Fig. 1: logic cells by family
(2 px per um)
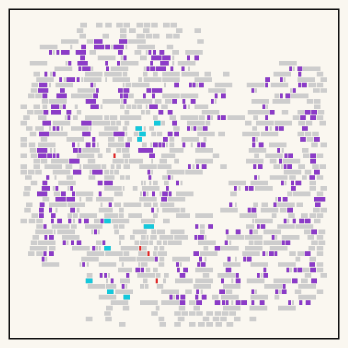
Fig. 2: nets reached from selected ports
(3 px per um)
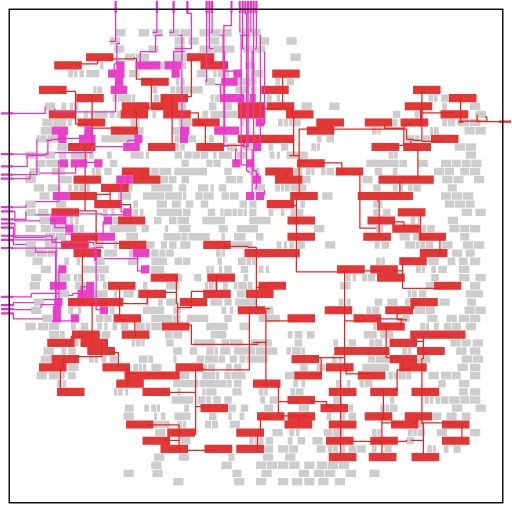
Fig. 3: routing congestion
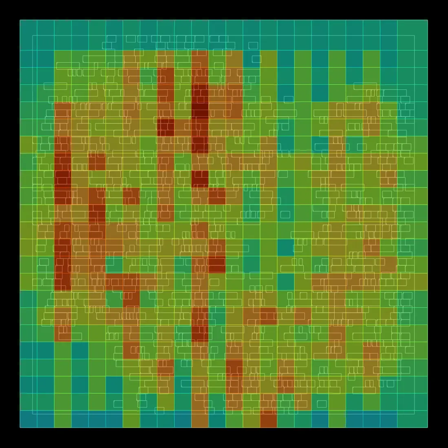
Fig. 4: routed clock nets over the placement
(3 px per um)
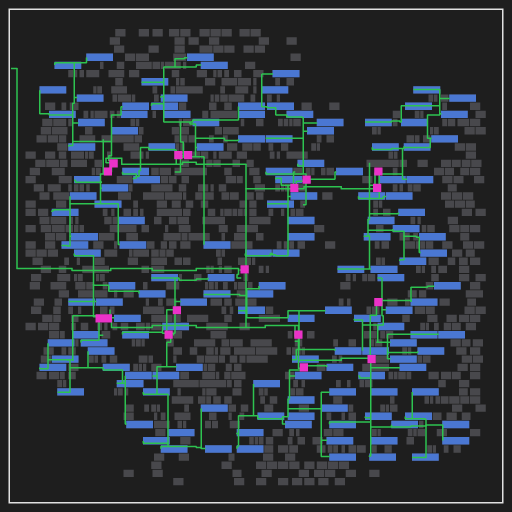
Fig. 5: wire density map
(2 px per um) The die is cut into 33 by 33 equal tiles; white is low, dark blue is high, scaled to the fullest tile. Values are wire area over tile area, all layers added.
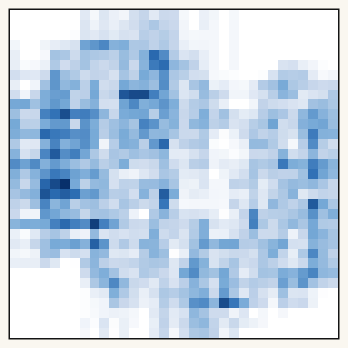
--- src/rtl/id_alu_issue_pkg.sv ---
// Shared ALU opcode, RV32I opcode and decoded-entry definitions for the
// ALU issue stage and its decoder.
package id_alu_issue_pkg;

    localparam int XLEN   = 32;
    localparam int RD_W   = 5;
    localparam int CTRL_W = 3;

    localparam logic [CTRL_W-1:0] ALU_ADD = 3'b000;
    localparam logic [CTRL_W-1:0] ALU_SUB = 3'b001;
    localparam logic [CTRL_W-1:0] ALU_OR  = 3'b010;
    localparam logic [CTRL_W-1:0] ALU_AND = 3'b011;
    localparam logic [CTRL_W-1:0] ALU_XOR = 3'b100;
    localparam logic [CTRL_W-1:0] ALU_SRA = 3'b101;
    localparam logic [CTRL_W-1:0] ALU_SRL = 3'b110;
    localparam logic [CTRL_W-1:0] ALU_SLL = 3'b111;

    localparam logic [6:0] OPC_OP    = 7'b0110011;
    localparam logic [6:0] OPC_OPIMM = 7'b0010011;
    localparam logic [6:0] OPC_LUI   = 7'b0110111;
    localparam logic [6:0] OPC_AUIPC = 7'b0010111;

    typedef struct packed {
        logic [CTRL_W-1:0] ctrl;
        logic [XLEN-1:0]   a;
        logic [XLEN-1:0]   b;
        logic [RD_W-1:0]   rd;
        logic              illegal;
    } alu_entry_t;

    // funct3 -> ALU code; SLT/SLTU (010/011) are screened out by the caller.
    function automatic logic [CTRL_W-1:0] f3_to_ctrl(input logic [2:0] f3,
                                                     input logic       sub_sel,
                                                     input logic       sra_sel);
        logic [CTRL_W-1:0] code;
        case (f3)
            3'b000:  code = sub_sel ? ALU_SUB : ALU_ADD;
            3'b001:  code = ALU_SLL;
            3'b100:  code = ALU_XOR;
            3'b101:  code = sra_sel ? ALU_SRA : ALU_SRL;
            3'b110:  code = ALU_OR;
            3'b111:  code = ALU_AND;
            default: code = ALU_ADD;
        endcase
        return code;
    endfunction

endpackage

--- src/rtl/id_alu_issue_decode.sv ---
// Combinational RV32I-to-ALU decoder: produces one buffer entry per instruction.
module alu_op_decode
    import id_alu_issue_pkg::*;
(
    input  logic [31:0] i_instr,
    input  logic [31:0] i_pc,
    input  logic [31:0] i_rs1,
    input  logic [31:0] i_rs2,
    output alu_entry_t  o_entry
);

    logic [6:0] w_opc;
    logic [2:0] w_f3;
    logic [6:0] w_f7;
    logic       w_slt;
    logic       w_shift;

    assign w_opc   = i_instr[6:0];
    assign w_f3    = i_instr[14:12];
    assign w_f7    = i_instr[31:25];
    assign w_slt   = (w_f3 == 3'b010) || (w_f3 == 3'b011);
    assign w_shift = (w_f3 == 3'b001) || (w_f3 == 3'b101);

    // Illegal encodings keep the all-zero default apart from the flag.
    always_comb begin
        o_entry = '0;
        case (w_opc)
            OPC_OP: begin
                if (!w_slt && (w_f7 == 7'b0000000 || w_f7 == 7'b0100000)) begin
                    o_entry.ctrl = f3_to_ctrl(w_f3, i_instr[30], i_instr[30]);
                    o_entry.a    = i_rs1;
                    o_entry.b    = i_rs2;
                    o_entry.rd   = i_instr[11:7];
                end else begin
                    o_entry.illegal = 1'b1;
                end
            end
            OPC_OPIMM: begin
                if (!w_slt) begin
                    o_entry.ctrl = f3_to_ctrl(w_f3, 1'b0, i_instr[30]);
                    o_entry.a    = i_rs1;
                    o_entry.b    = w_shift ? {27'b0, i_instr[24:20]}
                                           : {{20{i_instr[31]}}, i_instr[31:20]};
                    o_entry.rd   = i_instr[11:7];
                end else begin
                    o_entry.illegal = 1'b1;
                end
            end
            OPC_LUI: begin
                o_entry.ctrl = ALU_ADD;
                o_entry.b    = {i_instr[31:12], 12'b0};
                o_entry.rd   = i_instr[11:7];
            end
            OPC_AUIPC: begin
                o_entry.ctrl = ALU_ADD;
                o_entry.a    = i_pc;
                o_entry.b    = {i_instr[31:12], 12'b0};
                o_entry.rd   = i_instr[11:7];
            end
            default: o_entry.illegal = 1'b1;
        endcase
    end

endmodule

--- src/rtl/id_alu_issue.sv ---
// ALU issue stage: decodes one instruction per cycle into a 2-entry FIFO whose
// head entry drives the ALU outputs directly.
module id_alu_issue
    import id_alu_issue_pkg::*;
#(
    parameter int DEPTH = 2
) (
    input  logic        clk,
    input  logic        rst,
    input  logic        flush,
    input  logic        in_valid,
    output logic        in_ready,
    input  logic [31:0] in_instr,
    input  logic [31:0] in_pc,
    input  logic [31:0] in_rs1_data,
    input  logic [31:0] in_rs2_data,
    output logic        out_valid,
    input  logic        out_ready,
    output logic [2:0]  ALU_CTRL,
    output logic [31:0] ALU_DataA,
    output logic [31:0] ALU_DataB,
    output logic [4:0]  out_rd,
    output logic        out_illegal
);

    localparam logic [1:0] CNT_FULL = DEPTH[1:0];

    alu_entry_t w_dec;
    alu_entry_t r_e0;
    alu_entry_t r_e1;
    logic [1:0] r_count;
    logic [1:0] w_count_next;
    logic       r_in_ready;
    logic       w_push;
    logic       w_pop;

    alu_op_decode u_dec (
        .i_instr (in_instr),
        .i_pc    (in_pc),
        .i_rs1   (in_rs1_data),
        .i_rs2   (in_rs2_data),
        .o_entry (w_dec)
    );

    assign out_valid = (r_count != 2'd0);
    assign in_ready  = r_in_ready;
    assign w_push    = in_valid && r_in_ready;
    assign w_pop     = out_valid && out_ready;

    always_comb begin
        w_count_next = r_count;
        if (flush) begin
            w_count_next = 2'd0;
        end else if (w_push && !w_pop) begin
            w_count_next = r_count + 2'd1;
        end else if (!w_push && w_pop) begin
            w_count_next = r_count - 2'd1;
        end
    end

    // r_e0 is the head; it is left untouched when the FIFO drains so the
    // ALU outputs keep their last values.
    always_ff @(posedge clk or negedge rst) begin
        if (!rst) begin
            r_count    <= 2'd0;
            r_in_ready <= 1'b0;
            r_e0       <= '0;
            r_e1       <= '0;
        end else begin
            r_count    <= w_count_next;
            r_in_ready <= (w_count_next < CNT_FULL);
            if (!flush) begin
                if (w_push && (r_count == 2'd0 || (r_count == 2'd1 && w_pop))) begin
                    r_e0 <= w_dec;
                end else if (w_pop && r_count == 2'd2) begin
                    r_e0 <= r_e1;
                end
                if (w_push && r_count == 2'd1 && !w_pop) begin
                    r_e1 <= w_dec;
                end
            end
        end
    end

    assign ALU_CTRL    = r_e0.ctrl;
    assign ALU_DataA   = r_e0.a;
    assign ALU_DataB   = r_e0.b;
    assign out_rd      = r_e0.rd;
    assign out_illegal = r_e0.illegal;

endmodule

--- config.mk ---
export PLATFORM = sky130hd
export DESIGN_NAME = id_alu_issue
export DESIGN_NICKNAME = d
export VERILOG_FILES = /design/src/rtl/id_alu_issue_pkg.sv /design/src/rtl/id_alu_issue_decode.sv /design/src/rtl/id_alu_issue.sv
export SDC_FILE = /design/constraint.sdc
export NUM_CORES = 1
export LEC_CHECK = 0
export CAP_MARGIN = 20
export CORE_MARGIN = 5
export CORE_UTILIZATION = 30
export CTS_BUF_LIST = sky130_fd_sc_hd__clkbuf_4
export CTS_CLUSTER_DIAMETER = 150
export DETAILED_ROUTE_END_ITERATION = 16
export PLACE_DENSITY = 0.54
export SLEW_MARGIN = 25
export SYNTH_ARGS = -nofsm -noshare
export SYNTH_HDL_FRONTEND = slang
export SYNTH_SLANG_ARGS = --single-unit
--- constraint.sdc ---
create_clock -name clk -period 2.15 [get_ports clk]
set_clock_uncertainty 0.05 [all_clocks]
set_input_delay 0.5375 -clock clk [delete_from_list [all_inputs] [get_ports clk]]
set_output_delay 0.5375 -clock clk [all_outputs]
set_load 0.005 [all_outputs]
==> flow_summary.json <==
{
  "power_w": 0.00879,
  "seq_area_um2": 3730,
  "synth.cellmix.simpleShare": 0.0958,
  "ys_cells": 687,
  "drive_gt1_frac": 0.189,
  "logic_family": "AND-OR/OR-AND gates",
  "firstDrtPassIters": 5,
  "antenna_left": 0,
  "met3_length_um": 1920,
  "relSlewSlack": 0.675,
  "top_layer_used": "met4",
  "cp.arrival_ns": 2.59,
  "async_reset_ff_frac": 1.00,
  "hold_depth": 3,
  "cts_tree": "yes",
  "setup-violations-final": 6,
  "nonClkBufAreaFrac": 0.287,
  "xor_share": 0.00246,
  "crit_buf_inv": 4,
  "crit_top_cell": "buf_4",
  "cp-start-kind": "input port",
  "comb_share": 0.296,
  "initialDrtViolationCount": 417,
  "yosysTopAreaCell": "dfrtp_1",
  "buffers": 292,
  "ctsResizeCount": 5,
  "flop_cell": "dfrtp_1",
  "clockBufferDepth": 2,
  "crit_required_ns": 2.58,
  "whs_ns": 0.368,
  "maxCapViolations": 0,
  "power_leader": "sequential cells",
  "final_hold_viol_count": 0,
  "seqPwrFrac": 0.407,
  "period_used_share": 1.01,
  "final_core_util": 0.455,
  "place_inst": 1219,
  "dominant_cells": "sequential cells",
  "seq_power_w": 0.00358,
  "max_stage_delay_ns": 0.48,
  "cp_max_fo": 16,
  "min_from": "flush",
  "holdBufCountCts": 1,
  "fin_crit_ns": 2.16,
  "reg2reg_slack_ns": 0.09,
  "yosysWarnings": 0,
  "fa_ha_area_frac": 0.00528,
  "final-clk-cell-share": 0.0272,
  "max_slew.worst_pin.slew_ns": 0.487,
  "dpl.hpwl_um": 17100,
  "cellLeakagePower_nw": 4.30,
  "worstReg2RegStart": "r_count[1]",
  "grt.busiest_layer": "met2",
  "antenna_cells": 2,
  "worstSetupPathType": "input port to flop",
  "violations": "negative setup slack",
  "fin_nets": 1068,
  "antenna_found_initial": 1,
  "clock_buffers": 18,
  "worst_slack_ns": -0.0131,
  "ff_count": 149,
  "vdd_ir_drop_max_v": 0.000399,
  "fp_nets": 823,
  "crit_path_end": "r_e1[53]",
  "r2r_end": "ALU_DataB[25]",
  "outcome": "finished with violations",
  "largest_register": "r_e1",
  "synthCells": 687,
  "post_synth.cell_area_avg_um2": 10.4,
  "synth_flops": 149,
  "critPathLaunch": "in_instr[28]",
  "maxSlewViolCount": 0,
  "p_int_w": 0.00577,
  "layoutNonFillerInstCount": 1264,
  "path_cells": "clkdlybuf4s50_1 > or4_4 > buf_4 > o31ai_4 > buf_4 > clkbuf_16 > a32oi_1 > o21ai_0",
  "drc": 0,
  "final_cell_mix": "196 x clkdlybuf4s50_1, 149 x dfrtp_1, 87 x nand2_1, 76 x a22oi_1, 69 x o21ai_0",
  "synth-edff-count": 0,
  "ys_sh_mux": 0.00299,
  "seq_area_frac": 0.350,
  "critPathTopFamily": "buffers and inverters",
  "area_delta_synth_final_pct": 49.7
}
-- Fig. 1 (at the start) --
aoi and oai cells -> purple  # cells 307, most used a22oi_1, where widely spread
inv cells -> red  # cells 4, where bottom middle
non-inverting ao/oa cells -> cyan  # cells 10, most used a221o_1

-- Fig. 2 (at the start) --
in_rs2_data -> magenta  # bits 32, direction input, edge 17 left, 15 top, end cells 51, buffers 32, wire 1230 um
rst -> red  # bits 1, direction input, edge right, end cells 149, buffers 9, wire 1410 um
Port Buf Inserts: 207
I/O pins: 208

-- Fig. 3 (at the start) --
GR Util met3: 0.0560
met1 Use GR: 0.242

-- Fig. 4 (at the start) --
clock wires -> green  # length 2050 um
clock-net drivers -> magenta  # count 17
flip-flops -> blue  # count 149
routed clock nets = 18
flops lie = widely spread
Power Clock: 0.00188 W
Late-Pin Clk Latency: 0.55 ns
clock share of power: 0.214

-- Fig. 5 (at the start) --
nearly empty tiles = 18%
tiles over half the peak = 12%
mean over tiles = 0.15
emptiest ninth of the die = top right
fullest tile = 0.57
Avg WL per Cell: 19.7 um
All-Layer GR Usage: 0.178
via count: 6661

No activity file was given, so power comes from the tool's default toggle rates.
